**Run 1: signal wires on met2**

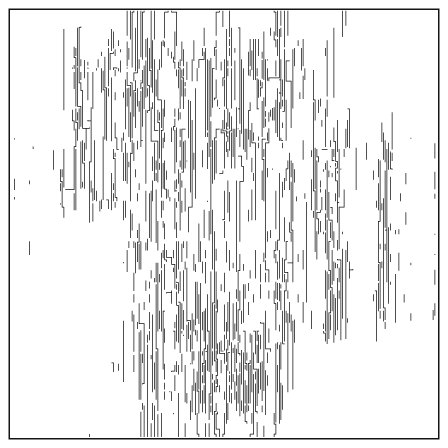
**Run 1: met1 routing**

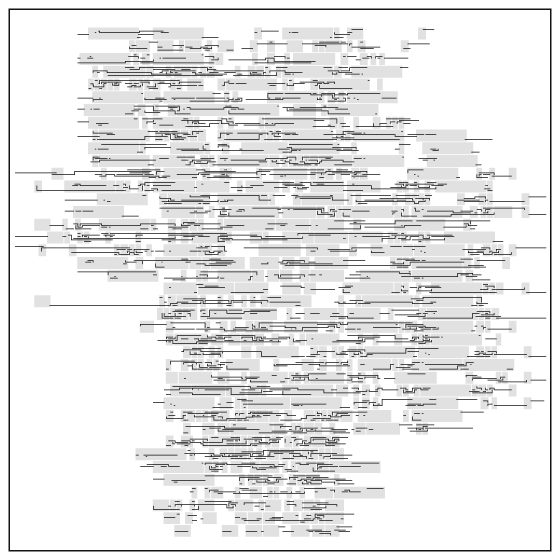
**Run 1: local utilization**

Bar = 20 um. The die is cut into 12 by 12 equal tiles; dark blue is low, red is high, 0 to 100% covered.
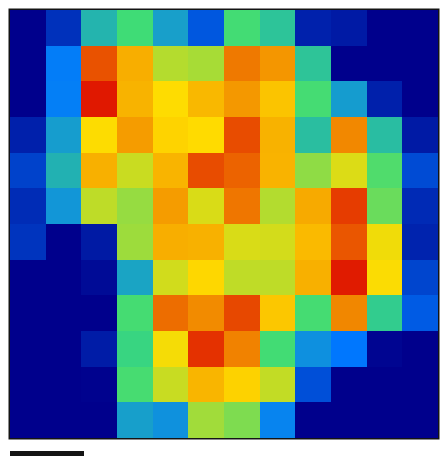
### config.mk
export PLATFORM = sky130hd
export DESIGN_NAME = instr_fetch_unit
export DESIGN_NICKNAME = d
export VERILOG_FILES = /design/src/rtl/instr_fetch_unit.sv
export SDC_FILE = /design/constraint.sdc
export NUM_CORES = 1
export LEC_CHECK = 0
export ABC_AREA = 1
export ABC_CLOCK_PERIOD_IN_PS = 1900
export CAP_MARGIN = 40
export CORE_MARGIN = 2
export CORE_UTILIZATION = 38
export CTS_CLUSTER_DIAMETER = 60
export DETAILED_ROUTE_END_ITERATION = 8
export PLACE_DENSITY = 0.73
export SYNTH_ARGS = -nofsm -noshare
export SYNTH_HDL_FRONTEND = slang
export SYNTH_SLANG_ARGS = --single-unit
### constraint.sdc
create_clock -name clk -period 1.9 [get_ports clk]
set_input_delay 0.38 -clock clk [delete_from_list [all_inputs] [get_ports clk]]
set_output_delay 0.38 -clock clk [all_outputs]
set_load 0.02 [all_outputs]
### src/rtl/instr_fetch_unit.sv
// Instruction fetch requester: streams byte reads from the instruction segment,
// assembles multi-byte instructions and buffers them for decode.
//
// state   | meaning
// S_ISSUE | issuing byte addresses pc+byte_idx on consecutive cycles
// S_WAIT  | parked at byte 0, no buffer slot free for a new instruction
module instr_fetch_unit #(
   parameter int WIDTH            = 8,
   parameter int INSTRUCTIONWIDTH = 24,
   parameter int FIFO_DEPTH       = 2
) (
   input  logic                        clk,
   input  logic                        reset,
   output logic [WIDTH-1:0]            mem_addr,
   output logic                        mem_re,
   input  logic [WIDTH-1:0]            mem_rdata,
   input  logic                        redirect,
   input  logic [WIDTH-1:0]            redirect_pc,
   output logic                        instr_valid,
   input  logic                        instr_ready,
   output logic [INSTRUCTIONWIDTH-1:0] instr,
   output logic [WIDTH-1:0]            instr_pc
);

   localparam int BYTES = INSTRUCTIONWIDTH / WIDTH;
   localparam int BIW   = (BYTES > 1) ? $clog2(BYTES) : 1;
   localparam int PW    = (FIFO_DEPTH > 1) ? $clog2(FIFO_DEPTH) : 1;
   localparam int CW    = $clog2(FIFO_DEPTH + 1);

   typedef enum logic {S_ISSUE, S_WAIT} state_t;

   state_t                      state;
   logic [WIDTH-1:0]            pc;
   logic [BIW-1:0]              byte_idx;
   logic                        pending;
   logic                        pend_last;
   logic                        assembling;
   logic [INSTRUCTIONWIDTH-1:0] asm_data;
   logic [WIDTH-1:0]            asm_pc;
   logic [INSTRUCTIONWIDTH-1:0] fifo_data [FIFO_DEPTH];
   logic [WIDTH-1:0]            fifo_pc   [FIFO_DEPTH];
   logic [PW-1:0]               rd_ptr;
   logic [PW-1:0]               wr_ptr;
   logic [CW-1:0]               count;

   logic [CW:0]                 used;
   logic                        slot_ok;
   logic                        issue;
   logic                        last_idx;
   logic                        push;
   logic                        pop;
   logic                        valid_int;
   logic [INSTRUCTIONWIDTH-1:0] shifted;

   function automatic logic [PW-1:0] ptr_inc(input logic [PW-1:0] p);
      return (p == PW'(FIFO_DEPTH - 1)) ? '0 : p + PW'(1);
   endfunction

   // An instruction in assembly already owns a slot; a same-cycle pop is not credited.
   assign used      = {1'b0, count} + {{CW{1'b0}}, assembling};
   assign slot_ok   = used < (CW+1)'(FIFO_DEPTH);
   assign issue     = (byte_idx != '0) || slot_ok;
   assign last_idx  = (byte_idx == BIW'(BYTES - 1));
   assign shifted   = (asm_data << WIDTH) | INSTRUCTIONWIDTH'(mem_rdata);
   assign push      = pending && pend_last;
   assign valid_int = (count != '0);
   assign pop       = valid_int && instr_ready;

   assign mem_re      = issue && !reset;
   assign mem_addr    = reset ? '0 : ((state == S_WAIT) ? pc : pc + WIDTH'(byte_idx));
   assign instr_valid = valid_int && !reset;
   assign instr       = reset ? '0 : fifo_data[rd_ptr];
   assign instr_pc    = reset ? '0 : fifo_pc[rd_ptr];

   always_ff @(posedge clk) begin
      if (reset || redirect) begin
         state      <= S_ISSUE;
         pc         <= reset ? '0 : redirect_pc;
         byte_idx   <= '0;
         pending    <= 1'b0;
         pend_last  <= 1'b0;
         assembling <= 1'b0;
         asm_data   <= '0;
         asm_pc     <= '0;
         rd_ptr     <= '0;
         wr_ptr     <= '0;
         count      <= '0;
         for (int i = 0; i < FIFO_DEPTH; i++) begin
            fifo_data[i] <= '0;
            fifo_pc[i]   <= '0;
         end
      end else begin
         state   <= issue ? S_ISSUE : S_WAIT;
         pending <= issue;
         if (issue) begin
            pend_last <= last_idx;
            if (byte_idx == '0) asm_pc <= pc;
            if (last_idx) begin
               byte_idx <= '0;
               pc       <= pc + WIDTH'(BYTES);
            end else begin
               byte_idx <= byte_idx + BIW'(1);
            end
         end
         if (issue && byte_idx == '0) assembling <= 1'b1;
         else if (push)               assembling <= 1'b0;
         if (pending) asm_data <= shifted;
         if (push) begin
            fifo_data[wr_ptr] <= shifted;
            fifo_pc[wr_ptr]   <= asm_pc;
            wr_ptr            <= ptr_inc(wr_ptr);
         end
         if (pop) rd_ptr <= ptr_inc(rd_ptr);
         if (push && !pop)      count <= count + CW'(1);
         else if (pop && !push) count <= count - CW'(1);
      end
   end

endmodule
==> GITHUB_STEP_SUMMARY, run 1 <==
### Yosys + OpenROAD results

| Metric | Value |
|---|---|
| Status | finished with violations |
| Failing checks | setup timing |
| Crit path max-delay family | adder cells |
| YS warnings | 0 |
| Layout Nets | 642 |
| Worst path bufs/invs | 4 |
| Placement Cell Area | 0.005812 sq mm |
| Final min period | 2.326 ns |
| Chip width | 115.2 um |
| Synthesis area per yosys | roughly 0.0047 sq mm |
| Area of the mapped netlist | 0.004696 sq mm |
| Required time of the critical path | 1.52 ns |
| Max_cap viols | 0 |
| Register area share after synthesis | 60.96% |
| Syn_nets | between 500 and 600 |
| Post-synth top area share | between 40% and 50% |
| Global Route Usage Sum | 16.92% |
| Worst Clk Skew | 0.008581 ns |
| Hold Path Class | reg -> reg |
| TritonCTS buffer count | 9 |
| Finished Cell Area | between 0.006 and 0.007 sq mm |
| Clock sink count | 107 |
| Via density | between 4 and 5 |
| GPL Wtd Cong | 0.8500 |
| Clock-pin slew of the registers on the worst-case setup and hold paths | 0.07 ns |
| Final hold vios | 0 |
| Yosys top cell by area | edfxtp_1 |
| Synth area leaders | edfxtp_1, dfxtp_1, nor2_1, o21ai_0, inv_1 |
| Setup ws final | -0.4257 ns |
| Setup TNS | -2.425 ns |
| Sequential share of power | 52.9% |
| Clock share of power | 36.4% |
| Critical path class | reg -> out |
| Critical path startpoint category | flop |
| Combinational Power Share | 10.6% |
| RSZ-0062 raised after global routing | yes |
| Drt pass-1 iters | 5 |
| Synth mux share | 0% |
| H-tree Lvls | 3 |
| Floorplan Utilization | 38.93% |
| Aoi share | 10.92% |
| Number of antenna diodes | 0 |
| Die H | 115.2 um |
| Clock Latency Late Sink | 0.34 ns |
| Antenna violations before repair | 0 |
| Critical path capture point type | output port |
| IO Count | 62 |
| Final Setup Violations | 7 |
| CP Cell Sequence | ha_2 -> inv_2 -> fa_2 -> nor2_4 -> nand2_2 -> buf_6 -> inv_4 -> a21oi_1 -> nor2_2 -> buf_4 |
| Share of layout cells above drive strength 1 | roughly a fifth |
| Vias in the first global route | 3690 |
| Slew headroom | 74.72% |
| Tool warnings | 28 |
| Power Dens Cells | 817.9 mW/mm^2 |
| Largest net degree at the start of global routing | 34 |
| DP HPWL | 7.273 mm |
| Cycle use final | 122.4% |
| IO buf count | 61 |
| DRC Markers | 0 |
| Max-slew violation count | 0 |
| CTS max path bufs | 2 |
| Row Count | 40 |
| Initial DRC count | 205 |
| Comb area leader | simple AND/OR/NAND/NOR gates |
| Area Growth Syn to Fin | 29.02% |
| Pwr Total | 0.004955 W |
| Distinct cells, synth | 21 |
| Net Sw Power | 0.001141 W |
| Synth Instances | 526 |
| Root Buffer | clkbuf_16 |
| Post-Synth Adder-Cell Area | 1.492% |
| Pre-CTS setup slack | -0.5700 ns |
| Simple Share, Synth | 18.76% |
| Core Area | 0.01206 sq mm |
| Fmax achieved | 430.0 MHz |
| VDD IR max | approximately 0.4 mV |
| First-pass GRT wire length | 17.40 mm |
| Slowest stage delay, CP | roughly 0.37 ns |
| # Cells Yosys | 526 |
| Via count | 3741 |
| Worst Tran Pin Value | 0.3778 ns |
| Internal cell power | 0.003814 W |
| Post-DR wirelength/cell | 13.67 um |
| Final wirelength | 10.80 mm |
| Xor+xnor area frac | 0% |
| Lkg Pwr | 2.565 nW |
| Die Size | roughly 0.013 sq mm |
| Global route total overflow | 0 |
| Postcts setup bufs | 0 |
| Synth flops | around 110 |
| Number of routed nets with antenna violations | 0 |
| Arr. time, crit path | 1.95 ns |
| Slowest-stage cell, CP | edfxtp_1 |
| CTS tree | done |
| Switch share | 23.03% |
| Syn_area_per_cell | 8.927 sq um |
| CP Max Fanout | 3 |
About 'signal wires on met2':
nets with wire on the layer: 518
longest straight run: 35.7 um
main direction: vertical

About 'met1 routing':
nets with wire on the layer: 613
main direction: horizontal

About 'local utilization':
mean over tiles: 44%
fullest tile: 97%
emptiest ninth of the die: lower left

-- run 1: cell usage after synthesis --
cell,instances
dfxtp_1,35
a21oi_1,35
buf_6,3
buf_2,6
clkbuf_1,11
inv_2,1
buf_4,4
o31ai_1,1
ha_1,4
nand2_1,57
nor3_1,1
fa_1,1
o21ai_0,66
nor2_2,2
nand3_1,8
inv_1,60
nor2_1,156
clkbuf_2,1
nand3_4,1
nand4_1,1
edfxtp_1,72
-- run 1: power by group through the flow --
stage          clock network (W)  registers [W]  logic [W]
6_report                 0.00180        0.00262   0.000527
5_1_grt                  0.00193        0.00263   0.000576
4_1_cts                  0.00183        0.00262   0.000528
3_5_place_dp                   0        0.00267   0.000524
3_3_place_gp                   0        0.00267   0.000513
2_1_floorplan                  0        0.00266   0.000258
-- run 1: placed cells by master, fill, tap and decap left out, types with 2 or more instances in the layout --
cell type        Yosys  layout
dlygate4sd2_1        0       3
clkdlybuf4s50_1      0      18
buf_4                4      36
buf_6                3       6
o21ai_2              0       2
clkbuf_2             1      25
nor2_1             156     148
o21ai_0             66      62
inv_1               60      56
nor2_4               0       2
nor2_2               2       8
buf_2                6       4
nand3_1              8       8
dfxtp_1             35      34
edfxtp_1            72      72
a21oi_1             35      34
nand2_1             57      52
clkbuf_16            0      10
nand2_2              0       4
clkbuf_1            11       3
ha_1                 4       2
buf_12               0       8
inv_2                1       3
inv_4                0       2
clkdlybuf4s15_1      0       3
o21ai_1              0       2
-- run 1: layout make-up --
| cell class | count | area, sq um |
|---|---|---|
| Clock inverter | 2 | 16.27 |
| Tap cell | 168 | 210.2 |
| Fill cell | 1076 | 6003 |
| Inverter | 61 | 234.0 |
| Sequential cell | 107 | 2864 |
| Timing Repair Buffer | 105 | 918.4 |
| Multi-Input combinational cell | 333 | 1540 |
| Clock buffer | 14 | 275.3 |
-- run 1: through the flow --
stage | hold slack, ns | cells | util, %
2_1_floorplan | 0.4286 | 526 | -
3_3_place_gp | 0.4508 | 772 | 48.18
3_5_place_dp | 0.4564 | 772 | 48.18
4_1_cts | 0.4662 | 789 | 50.91
5_1_grt | 0.4958 | 790 | 50.23
6_report | 0.4642 | 790 | 50.23
-- run 1: path summary, 6_finish.rpt --
path	from	endpoint	cells past startpoint	slack (ns)
setup / recovery	pc[0]	mem_addr[4]	10	-0.43
hold reg to reg	asm_pc[3]	asm_pc[3]	2	0.46
hold / removal	asm_pc[3]	asm_pc[3]	2	0.46
setup reg to reg	pc[1]	pc[4]	7	0.20
-- run 1: state kept, by name (all words and copies together), names as in the netlist, 2 cells and up, named ones only --
register / flops
asm_pc: 8
pc: 8
asm_data: 16
fifo_data: 48
byte_idx: 2
fifo_pc: 16
count: 2
-- run 1: per-layer routing --
metal | part of all wire [%] | vias up | routed length [um] | GRT usage [%]
met2 | 51 | 120 | 5515 | 28.86
met1 | 42 | 1725 | 4561 | 21.06
met5 | 0 | - | 0 | 0
met3 | 5.3 | 10 | 573 | 3.795
met4 | 1.4 | 0 | 146 | 6.345
li1 | - | 1886 | - | -
-- run 1: repair_timing --
action                     in CTS  in global routing
setup endpoints to repair      42                 38
hold endpoints to repair        0                  0
hold buffers                    0                  0
gates resized                 115                 56
gates cloned                    1                  1
pin swaps                       2                  5
==> run 2, diff against run 1 <==
Settings changed: ABC_AREA 1 to not set, CAP_MARGIN 40 to 5.
==> run 2 against run 1 <==
The flow still finishes with violations (setup timing). Non-clock buffer count grew 8. Area after synthesis increased by 4.1%. Wire length decreased by 9.3%. Final area rose by 6.2%. First-iteration DRC count is 36% lower. Sequential share of layout area is 2.7 points lower. Sequential cell count is the same. Worst hold slack better by 0.0051 ns. Largest cell class unchanged.
==> GITHUB_STEP_SUMMARY, run 2 <==
### Yosys + OpenROAD results

| Metric | Value |
|---|---|
| Global Route Usage Sum | 14.88% (-2.0 points) |
| Hold-fix buffers, CTS | 0 (unchanged) |
| Final Setup Violations | 7 (unchanged) |
| IO buf count | 61 (unchanged) |
| Clock share of power | 35.9% (-0.5 points) |
| Synthesis area per yosys | 0.004886 sq mm (+4.1%) |
| Root Buffer | clkbuf_16 |
| Largest registers | fifo_data x48, asm_data x16, fifo_pc x16 |
| Synth Instances | 426 (-19%) |
| IO Count | 62 (unchanged) |
| Row Count | 41 (+2.5%) |
| Critical path class | reg -> out |
| Layout Nets | 547 (-15%) |
| Synth area leaders | edfxtp_1, dfxtp_1, mux2i_1, and2_1, nor2_1 |
| CTS max path bufs | 2 (unchanged) |
| YS warnings | 0 (unchanged) |
| Critical path capture point type | output port |
| Max-slew violation count | 0 (unchanged) |
| Distinct cells, synth | 38 (+81%) |
| Arr. time, crit path | 2.02 ns (+0.07 ns) |
| Syn_nets | 451 (-18%) |
| Sequential share of power | 53.0% (about the same) |
| # Cells Yosys | 426 (-19%) |
| Most frequent cells in the layout | edfxtp_1, nor2_1, and2_1 |
| Smallest hold slack | 0.4694 ns (+0.005112 ns) |
| Cycle use final | 126.6% (+4.2 points) |
| Chip width | 117.4 um (+1.9%) |
| CTS tree | done |
| Top cell excl fill/tap | edfxtp_1 |
| Clock-pin slew of the registers on the worst-case setup and hold paths | 0.07 ns (about the same) |
| Post-synth ARST share | 0% (unchanged) |
| Switch share | 24.23% (+1.2 points) |
| Worst Tran Pin Value | 0.5699 ns (+0.1922 ns) |
| RSZ-0062 raised after global routing | yes |
| Slew headroom | 62.00% (-13 points) |
| Vias in the first global route | 3420 (-7.3%) |
| Area Growth Syn to Fin | 31.63% |
| Tool warnings | 29 (+3.6%) |
| CP Max Fanout | 4 (+1) |
| Clock Latency Late Sink | 0.34 ns (about the same) |
| Antenna violations before repair | 0 (unchanged) |
| Final hold vios | 0 (unchanged) |
| Fillers | 1075 (-0.093%) |
| EDFF count, synth | 72 (unchanged) |
| Register area share after synthesis | 58.59% (-2.4 points) |
| Placement Cell Area | 0.006067 sq mm (+4.4%) |
| Fmax achieved | 415.9 MHz (-3.3%) |
| Setup ws final | -0.5046 ns (-0.07886 ns) |
| Worst Clk Skew | 0.009294 ns (+0.0007128 ns) |
| Global route total overflow | 0 (unchanged) |
| Critical path startpoint category | flop |
| VDD IR max | 0.5331 mV (+37%) |
| Biggest register | fifo_data |
| Synth flops | 107 (unchanged) |
| H-tree Lvls | 3 (unchanged) |
| Clock sink count | 107 (unchanged) |
| Power Dens Cells | 767.7 mW/mm^2 (-6.1%) |
| Required time of the critical path | 1.52 ns (about the same) |
| GPL Wtd Cong | 0.8356 (-1.7%) |
| Max_cap viols | 0 (unchanged) |
| TritonCTS buffer count | 9 (unchanged) |
| Hold Path Class | reg -> reg |
| Net Sw Power | 0.001197 W (+4.9%) |
| First-pass GRT wire length | 16.57 mm (-4.8%) |
| DRC Markers | 0 (unchanged) |
| Number of antenna diodes | 0 (unchanged) |
| Core Area | 0.01257 sq mm (+4.2%) |
| Area of the mapped netlist | 0.004886 sq mm (+4.1%) |
| Predominant post-synthesis flop cell | edfxtp_1 |
| Drt pass-1 iters | 6 (+1) |
| Post-synth top area share | 44.25% (-1.8 points) |
| Largest net degree at the start of global routing | 33 (-2.9%) |
| Floorplan Utilization | 38.88% (-0.056 points) |
| Largest register FFs | 48 (unchanged) |
| Failing checks | setup timing |
| Final min period | 2.405 ns (+0.07886 ns) |
| Yosys top cell by area | edfxtp_1 |
| Combinational Power Share | 11.1% (+0.5 points) |
| Status | finished with violations |
==> run 2: worst paths after layout <==
kind | startpoint | end | slack [ns] | cells after the start
min reg2reg | asm_pc[7] | asm_pc[7] | 0.47 | 2
min | asm_pc[7] | asm_pc[7] | 0.47 | 2
max reg2reg | pc[1] | pc[6] | 0.07 | 6
max | pc[0] | mem_addr[6] | -0.50 | 8
==> run 2: cell families (layout without fill, tap and decap cells) <==
family | Yosys count | in the layout | share of synthesized area (%)
multiplexers | 49 | 49 | 10.04
flip-flops | 107 | 107 | 58.59
XOR/XNOR | 7 | 7 | 1.255
buffers and inverters | 35 | 136 | 4.072
adder cells (fa/ha/maj) | 5 | 5 | 1.434
AND/OR/NAND/NOR | 181 | 181 | 19.16
AND-OR/OR-AND | 42 | 42 | 5.455
==> run 2: repair_timing <==
item	in CTS	in global routing
pin swaps	5	5
resized	91	38
setup endpoints to repair	42	34
buffers inserted	3	6
==> run 2: layout make-up <==
| class | count | area share [%] |
|---|---|---|
| sequential | 107 | 44.61 |
| multi-input combinational | 284 | 31.01 |
| timing repair buffer | 113 | 16.23 |
| tap | 172 | 3.346 |
| clock inverter | 6 | 0.8366 |
| inverter | 7 | 0.4086 |
| clock buffer | 10 | 3.560 |
==> run 2: power by group through the flow <==
stage	Sequential (W)	Clock, W	Combinational [W]
5_1_grt	0.00263	0.00189	0.000599
2_1_floorplan	0.00266	0	0.000277
3_3_place_gp	0.00266	0	0.000527
4_1_cts	0.00261	0.00179	0.000542
6_report	0.00262	0.00177	0.000550
3_5_place_dp	0.00267	0	0.000536
==> run 2: through the flow <==
stage | setup TNS, ns | utilization (%) | setup slack (ns) | instances | total power (W)
2_1_floorplan | -7.947 | - | -0.1370 | 426 | 0.002937
3_3_place_gp | -3.563 | 48.27 | -0.5890 | 674 | 0.003187
3_5_place_dp | -3.839 | 48.27 | -0.6361 | 674 | 0.003204
4_1_cts | -2.928 | 50.89 | -0.4933 | 693 | 0.004948
5_1_grt | -3.606 | 51.17 | -0.5660 | 699 | 0.005114
6_report | -3.108 | 51.17 | -0.5046 | 699 | 0.004938
==> run 2: critical path: stages, from the launching register on <==
cell and delay (ns):
edfxtp_1 0.36, ha_2 0.19, inv_2 0.04, fa_2 0.37, buf_6 0.14, o31ai_4 0.24
buf_4 0.16, a21oi_4 0.05, buf_6 0.13
==> run 2: layer usage <==
metal / routed length [um] / global-route usage [%] / share of wire (%) / vias to the layer above
met5: 0 / 0 / 0 / -
met4: 99 / 4.518 / 1.0 / 0
met3: 276 / 2.432 / 2.8 / 9
met2: 5250 / 27.45 / 54 / 62
met1: 4162 / 17.72 / 43 / 1563
li1: - / - / - / 1661
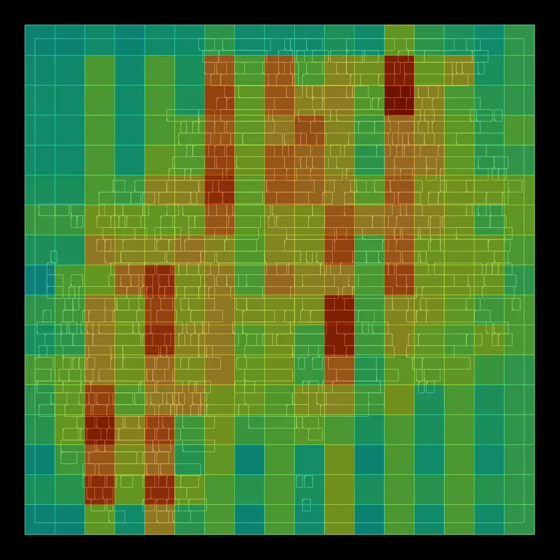
**Above:** run 2 (congestion heat map).
met3 Track Usage GR: 2.432%
GR peak layer: met2
post-DR wirelength/cell: 14.01 um
met2 usage: 27.45%

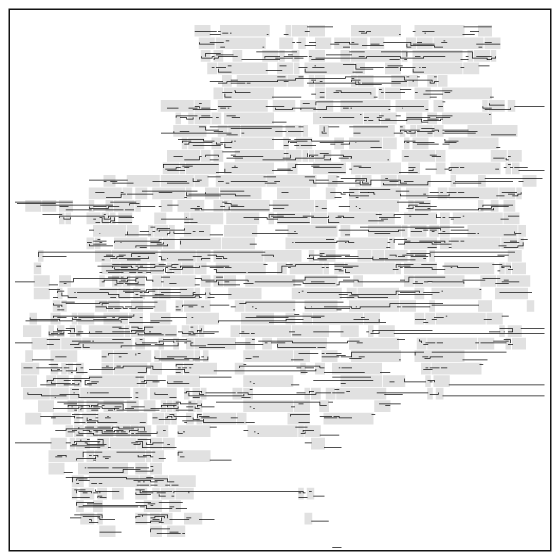
**Above:** run 2 (met1 routing).
via count: 3295
final wirelength: 9.790 mm
GR met1 Demand/Resource: 17.72%

No activity file was given, so power comes from the tool's default toggle rates.
